[src/rtl/fb_row_reader.sv]
// Row read sequencer: walks one framebuffer row through a 1-cycle-latency read port and streams column words out.
// Optional build macro FB_ROW_READER_MIRROR_EN reverses the column order for horizontally flipped panels.
module fb_row_reader #(
    parameter int PIXEL_WIDTH      = 64,
    parameter int PIXEL_HALFHEIGHT = 16,
    parameter int SUBPANELS        = 2,
    parameter int BYTES_PER_PIXEL  = 2,
    parameter int DW               = 8,
    localparam int LANES = SUBPANELS * BYTES_PER_PIXEL,
    localparam int COLB  = $clog2(PIXEL_WIDTH),
    localparam int ROWB  = $clog2(PIXEL_HALFHEIGHT),
    localparam int AB    = ROWB + COLB
) (
    input  logic                  clk_root,
    input  logic                  reset_n,
    input  logic                  row_req,
    input  logic [ROWB-1:0]       row_addr,
    output logic                  row_ack,
    output logic                  row_done,
    output logic [AB-1:0]         mem_addr,
    output logic                  mem_en,
    input  logic [LANES*DW-1:0]   mem_q,
    output logic [LANES*DW-1:0]   pix_data,
    output logic [COLB-1:0]       pix_col,
    output logic                  pix_last,
    output logic                  pix_valid,
    input  logic                  pix_ready
);

`ifdef FB_ROW_READER_MIRROR_EN
    localparam logic [COLB-1:0] COL_FIRST = COLB'(PIXEL_WIDTH - 1);
    localparam logic [COLB-1:0] COL_LAST  = '0;
`else
    localparam logic [COLB-1:0] COL_FIRST = '0;
    localparam logic [COLB-1:0] COL_LAST  = COLB'(PIXEL_WIDTH - 1);
`endif

    typedef enum logic [1:0] {
        IDLE  = 2'd0,
        FETCH = 2'd1,
        DRAIN = 2'd2
    } state_t;

    state_t              state_reg, state_next;
    logic [ROWB-1:0]     row_reg, row_next;
    logic [COLB-1:0]     col_reg, col_next;
    logic                issue, done;

    logic                inflight_reg;
    logic [COLB-1:0]     inflight_col_reg;
    logic                inflight_last_reg;

    logic [LANES*DW-1:0] fifo_data_reg [2];
    logic [COLB-1:0]     fifo_col_reg  [2];
    logic                fifo_last_reg [2];
    logic                wr_ptr_reg, rd_ptr_reg;
    logic [1:0]          count_reg;

    logic                head_valid, pop;
    logic [1:0]          occupancy;

    assign head_valid = (count_reg != 2'd0);
    assign pop        = head_valid && pix_ready;
    // A word leaving this cycle frees its slot for the read issued now, keeping one word per cycle.
    assign occupancy  = count_reg - {1'b0, pop} + {1'b0, inflight_reg};

    always_comb begin
        state_next = state_reg;
        row_next   = row_reg;
        col_next   = col_reg;
        issue      = 1'b0;
        done       = 1'b0;
        case (state_reg)
            IDLE: begin
                if (row_req) begin
                    row_next   = row_addr;
                    col_next   = COL_FIRST;
                    state_next = FETCH;
                end
            end
            FETCH: begin
                if (occupancy < 2'd2) begin
                    issue = 1'b1;
                    if (col_reg == COL_LAST) begin
                        state_next = DRAIN;
                    end else begin
`ifdef FB_ROW_READER_MIRROR_EN
                        col_next = col_reg - 1'b1;
`else
                        col_next = col_reg + 1'b1;
`endif
                    end
                end
            end
            DRAIN: begin
                if (pop && fifo_last_reg[rd_ptr_reg]) begin
                    done       = 1'b1;
                    state_next = IDLE;
                end
            end
            default: state_next = IDLE;
        endcase
    end

    always_ff @(posedge clk_root) begin
        if (!reset_n) begin
            state_reg <= IDLE;
        end else begin
            state_reg <= state_next;
        end
    end

    always_ff @(posedge clk_root) begin
        if (!reset_n) begin
            row_reg           <= '0;
            col_reg           <= '0;
            inflight_reg      <= 1'b0;
            inflight_col_reg  <= '0;
            inflight_last_reg <= 1'b0;
        end else begin
            row_reg           <= row_next;
            col_reg           <= col_next;
            inflight_reg      <= issue;
            inflight_col_reg  <= col_reg;
            inflight_last_reg <= (col_reg == COL_LAST);
        end
    end

    always_ff @(posedge clk_root) begin
        if (!reset_n) begin
            wr_ptr_reg <= 1'b0;
            rd_ptr_reg <= 1'b0;
            count_reg  <= 2'd0;
        end else begin
            if (inflight_reg) wr_ptr_reg <= ~wr_ptr_reg;
            if (pop)          rd_ptr_reg <= ~rd_ptr_reg;
            count_reg <= count_reg + {1'b0, inflight_reg} - {1'b0, pop};
        end
    end

    // Returning read data lands in whichever slot the write pointer selects.
    generate
        for (genvar gi = 0; gi < 2; gi++) begin : g_fifo_entry
            always_ff @(posedge clk_root) begin
                if (!reset_n) begin
                    fifo_data_reg[gi] <= '0;
                    fifo_col_reg[gi]  <= '0;
                    fifo_last_reg[gi] <= 1'b0;
                end else if (inflight_reg && (int'(wr_ptr_reg) == gi)) begin
                    fifo_data_reg[gi] <= mem_q;
                    fifo_col_reg[gi]  <= inflight_col_reg;
                    fifo_last_reg[gi] <= inflight_last_reg;
                end
            end
        end
    endgenerate

    assign row_ack   = reset_n && (state_reg == IDLE);
    assign row_done  = reset_n && done;
    assign mem_en    = reset_n && issue;
    assign mem_addr  = mem_en ? {row_reg, col_reg} : '0;
    assign pix_valid = reset_n && head_valid;
    assign pix_data  = pix_valid ? fifo_data_reg[rd_ptr_reg] : '0;
    assign pix_col   = pix_valid ? fifo_col_reg[rd_ptr_reg]  : '0;
    assign pix_last  = pix_valid && fifo_last_reg[rd_ptr_reg];

endmodule
[config.mk]
export PLATFORM = sky130hd
export DESIGN_NAME = fb_row_reader
export DESIGN_NICKNAME = d
export VERILOG_FILES = /design/src/rtl/fb_row_reader.sv
export SDC_FILE = /design/constraint.sdc
export NUM_CORES = 1
export LEC_CHECK = 0
export ABC_AREA = 0
export CAP_MARGIN = 20
export CORE_MARGIN = 2
export CORE_UTILIZATION = 39
export CTS_CLUSTER_DIAMETER = 150
export CTS_CLUSTER_SIZE = 30
export DETAILED_ROUTE_END_ITERATION = 12
export GPL_ROUTABILITY_DRIVEN = 0
export GPL_TIMING_DRIVEN = 0
export PLACE_DENSITY = 0.66
export SYNTH_ARGS = -nofsm -noshare
export SYNTH_HDL_FRONTEND = slang
export SYNTH_SLANG_ARGS = --single-unit
export TNS_END_PERCENT = 100
[constraint.sdc]
create_clock -name clk_root -period 10.6 [get_ports clk_root]
set_input_delay 2.12 -clock clk_root [delete_from_list [all_inputs] [get_ports clk_root]]
set_output_delay 2.12 -clock clk_root [all_outputs]
set_load 0.005 [all_outputs]
==> images/placed.png <==
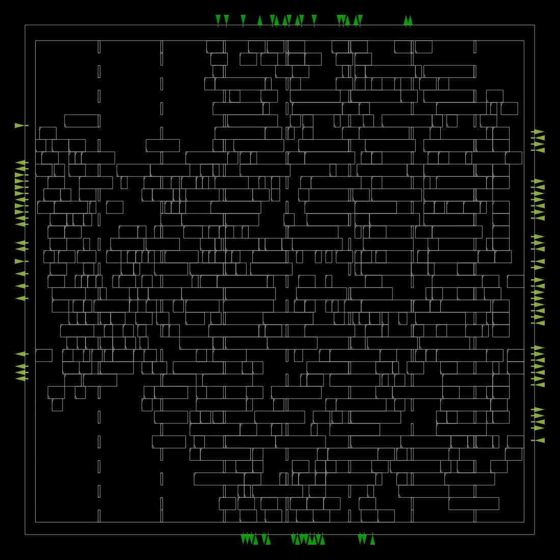
final core utilization: 52.82%
Cell Count, Final, Fillers Out: 632
sequential cell count: 103
Row Count: 39

==> images/ff_map.png <==
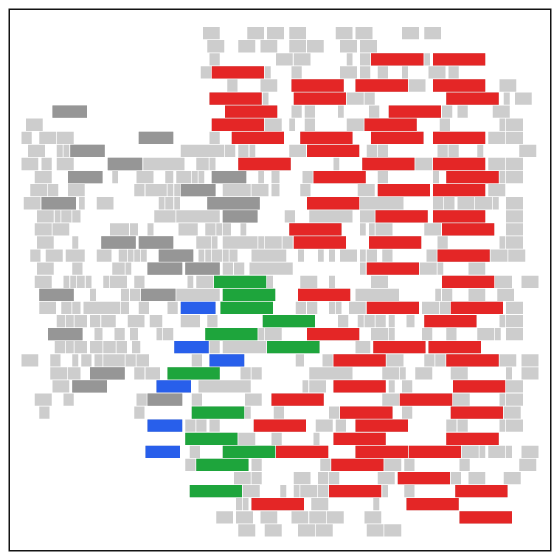
| colour | signal | flops |
|---|---|---|
| red | `fifo_data_reg` | 64 |
| green | `fifo_col_reg` | 12 |
| blue | `inflight_col_reg` | 6 |
not coloured: 21

==> summary.txt <==
Reports from this run.

- The post-CTS repair timing setup buffer count is 0.
- The mean number of vias per cell is approximately 4.9.
- The maximum cell stage delay along the critical path reads ~500 ps.
- The top cell type's share of synthesized area is between 50 and 60%.
- The standard cell core area reads approximately 0.011 mm².
- Per the synth log, the flip-flop and latch total comes to roughly 100.
- The fraction of met2 tracks used by global routing is 27.79%.
- The wire length reported by the detailed router reads around 9.4 mm.
- Static timing analysis puts the maximum clock frequency at 148.2 MHz.
- The maximum ir drop on the vdd rail reads between 0.0001 and 0.00015 V.
- The measured slew at the worst slew-check pin is ~520 ps.
- Per the placement log, port buffering inserted roughly 92 buffers.
- The arrival time of the worst setup path reads 4630 ps.
- The reg-to-reg setup timing slack is between 8000 and 9000 ps.
- The routed wirelength normalized by instance count reads approximately 15 µm.
- The total number of vias reads roughly 3000.
- The instance tally after logic synthesis is approximately 380.
- The clock-pin slew of the registers on the worst-case setup and hold paths is roughly 60 ps.
- Setup repair after global routing left no endpoint under its margin.
- The number of CTS-inserted buffers is 9.
- The mean cell area of the mapped netlist is roughly 12 µm².
- The critical path's slowest cell is clkdlybuf4s50_1.
- The vertical extent of the die is 112.3 µm.
- The detailed-routing iteration count for the pre-antenna-repair pass is 4.
- The post-synthesis net count reads between 400 and 500.
- The total die size is between 0.01 and 0.015 mm².
- The setup TNS is 0 ps.
- The pin count of the biggest net entering global routing is 31.
- The count of hold buffers inserted by post-cts repair is 0.
- The most frequent logic cell in the layout is and2_1.
- The kind of launch point of the worst setup path is a primary input.
- Per the run summary, max-cap violations total 0.
- The root buffer cell is clkbuf_16.
- The via count of the first global-routing pass reads 3200.
- The library cell occupying the most area in the post-synthesis netlist is edfxtp_1.
- The number of unique standard cell types used by synthesis reads 38.
- The number of antenna violations at the first check in global routing is 0.
- The post-synthesis cell type with the largest instance count reads and2_1.
- The buffer levels on the longest clock path is 2.
- The cell area after synthesis is 0.004571 mm².
- The met2 wirelength from detailed routing reads just under 5 mm.
- Routed signal wires occupy layers up through met4.
- The category of the critical setup timing path is primary input to output port.
- The number of warning messages in the yosys log reads 0.
- The number of levels the H-tree was split into reads 3.
- The worst relative slew slack reads 65.13%.
- The final count of hold timing violations reads 0.
- The residual overflow from global routing reads 0.
- The fraction of layout cells with a size suffix above 1 reads roughly 6.3%.
- The OpenROAD report gives the critical path a required time of approximately 8500 ps.
- For this block, the initial DRC count from the detailed router was 90.
- The signal on the critical path passes through clkdlybuf4s50_1, o21ai_0, inv_1, ha_1, inv_1, ha_1, xnor3_2, nand2_4, nor2_1, buf_2, and2_1, clkdlybuf4s50_1.
- By area the synthesized netlist is led by edfxtp_1, and2_1, dfxtp_1, mux2i_1, nor2_1.
- The synthesis run shows the most used standard cells to be and2_1, edfxtp_1, nor2_1.
- The share of the Yosys chip area taken by registers is between 60% and 70%.
- The shortest clock period the worst path allows after layout reads ~6700 ps.
- The leakage power of the design is between 0.002 and 0.0025 µW.
- Between the synthesized netlist and the finished layout, the area growth was recorded as 31.95%.
- The estimated wirelength of the detail-placed design reads between 6 and 7 mm.
- The net count of the finished layout is 527.
- For this configuration, the core starts out at a cell density of 40.03%.
- The run finished with clean final reports.
- The setup clock skew after layout is 9.287 ps.
- The main flop type is edfxtp_1.
- The clock net in this run drives a total of 103 sinks.
- The global-route wire length before repair is between 15 and 20 mm.
- The cell class contributing the biggest share of worst-path delay reads buffers and inverters.
- The last timing report of the flow puts the setup violation total at 0.
- The ratio of final minimum period to clock period reads between 60% and 70%.
- The report lists the power per cell area as between 150 and 200 mW/mm².
- The kind of end point of the critical path is an output port.
- For this run, asynchronously set or reset flops after synthesis account for 0%.
- The TritonCTS clock tree is yes.
- During I/O placement, the number of pins put on the boundary was about 93.
- The largest fanout of any net on the critical path is 10.
- The global routing report lists met1 layer usage as 18.65%.
- The global routing met3 resource utilization reads a little under 4%.
- The count of warning messages emitted by the tools reads 26.
- After synthesis, the chip area reported by Yosys is 0.004571 mm².
- The post-synth tally of flip-flops with integrated enable is 77.
- The die span in x is approximately 110 µm.
- Per the detail_route report, DRC violations left total 0.
- The placed cell count is between 600 and 700.
- In the layout the commonest cells are and2_1, clkdlybuf4s50_1, edfxtp_1.
- The number of flip-flops in the largest register reads ~64.
- The met1 wire length is ~4 mm.
- The count of pins over their slew limit reads 0.
- The classification of the worst-slack hold path reads register to register.
- The post-cts repair resize count reads 0.
- The highest-utilization routing layer at the global route stage is met2.
- The number of cells reported by Yosys stat comes to 379.
- The global routing report lists combined usage of all routing layers as about 16%.
- The number of antenna repair diodes reads 0.
- Per the post-run analysis, buffers plus inverters along the critical path come to 5.
- The number of nets with antenna violations after detailed routing is 0.
- The met3 routed wirelength reads approximately 530 µm.
- The source-to-sink clock delay at the later pin of the worst-skew pair reads between 300 and 400 ps.
-- kinds of logic (layout without fill, tap and decap cells) --
group,Yosys count,in the layout,share of synthesized area (%)
xor gates and xnor gates,3,3,0.9034
and+or+nand+nor,180,180,21.27
adders and majority gates,3,3,0.8213
AOI/OAI and AO/OA,18,18,2.902
muxes,43,43,9.417
buffers and inverters,29,139,2.710
DFF,103,103,61.98
-- worst min-delay path, delay by kind of cell (launching register included) --
family	cells	cell delay, ps
and+or+nand+nor	2	100
DFF	1	310
-- power breakdown --
group / leakage [µW] / internal (µW) / switching [µW]
Sequential: 0.00101 / 476 / 15.1
Combinational: 0.00106 / 113 / 117
Clock: 0.000147 / 188 / 147
Total: 0.00222 / 777 / 279
-- area by class of cell --
class,instances,area [µm²]
Buffer,22,97.59
Clock buffer,10,229.0
Clock inverter,6,77.57
Fill cell,1012,5388
Inverter,7,26.28
Multi-Input combinational cell,247,1628
Sequential cell,103,2833
Tap cell,143,178.9
Timing Repair Buffer,94,960.9
-- stage by stage --
step | utilization, % | instance area [µm²] | power, µW | hold WS (ps) | setup slack [ps]
CTS | 52.82 | 6031 | 1070 | 450.6 | 3821
finish | 52.82 | 6031 | 1056 | 449.2 | 3854
floorplan | - | 4571 | 640.6 | 407.1 | 4918
global route | 52.82 | 6031 | 1112 | 487.3 | 3619
detailed placement | 50.13 | 5724 | 734.4 | 436.4 | 3829
global placement | 49.66 | 5670 | 728.6 | 424.4 | 3864
-- path summary, 6_finish.rpt --
kind,start,to,cells after the start
max,pix_ready,mem_addr[4],12
min,inflight_last_reg,fifo_last_reg[1],2
max reg2reg,count_reg[1],col_reg[5],9
min reg2reg,inflight_last_reg,fifo_last_reg[1],2
No activity file was given, so power comes from the tool's default toggle rates.
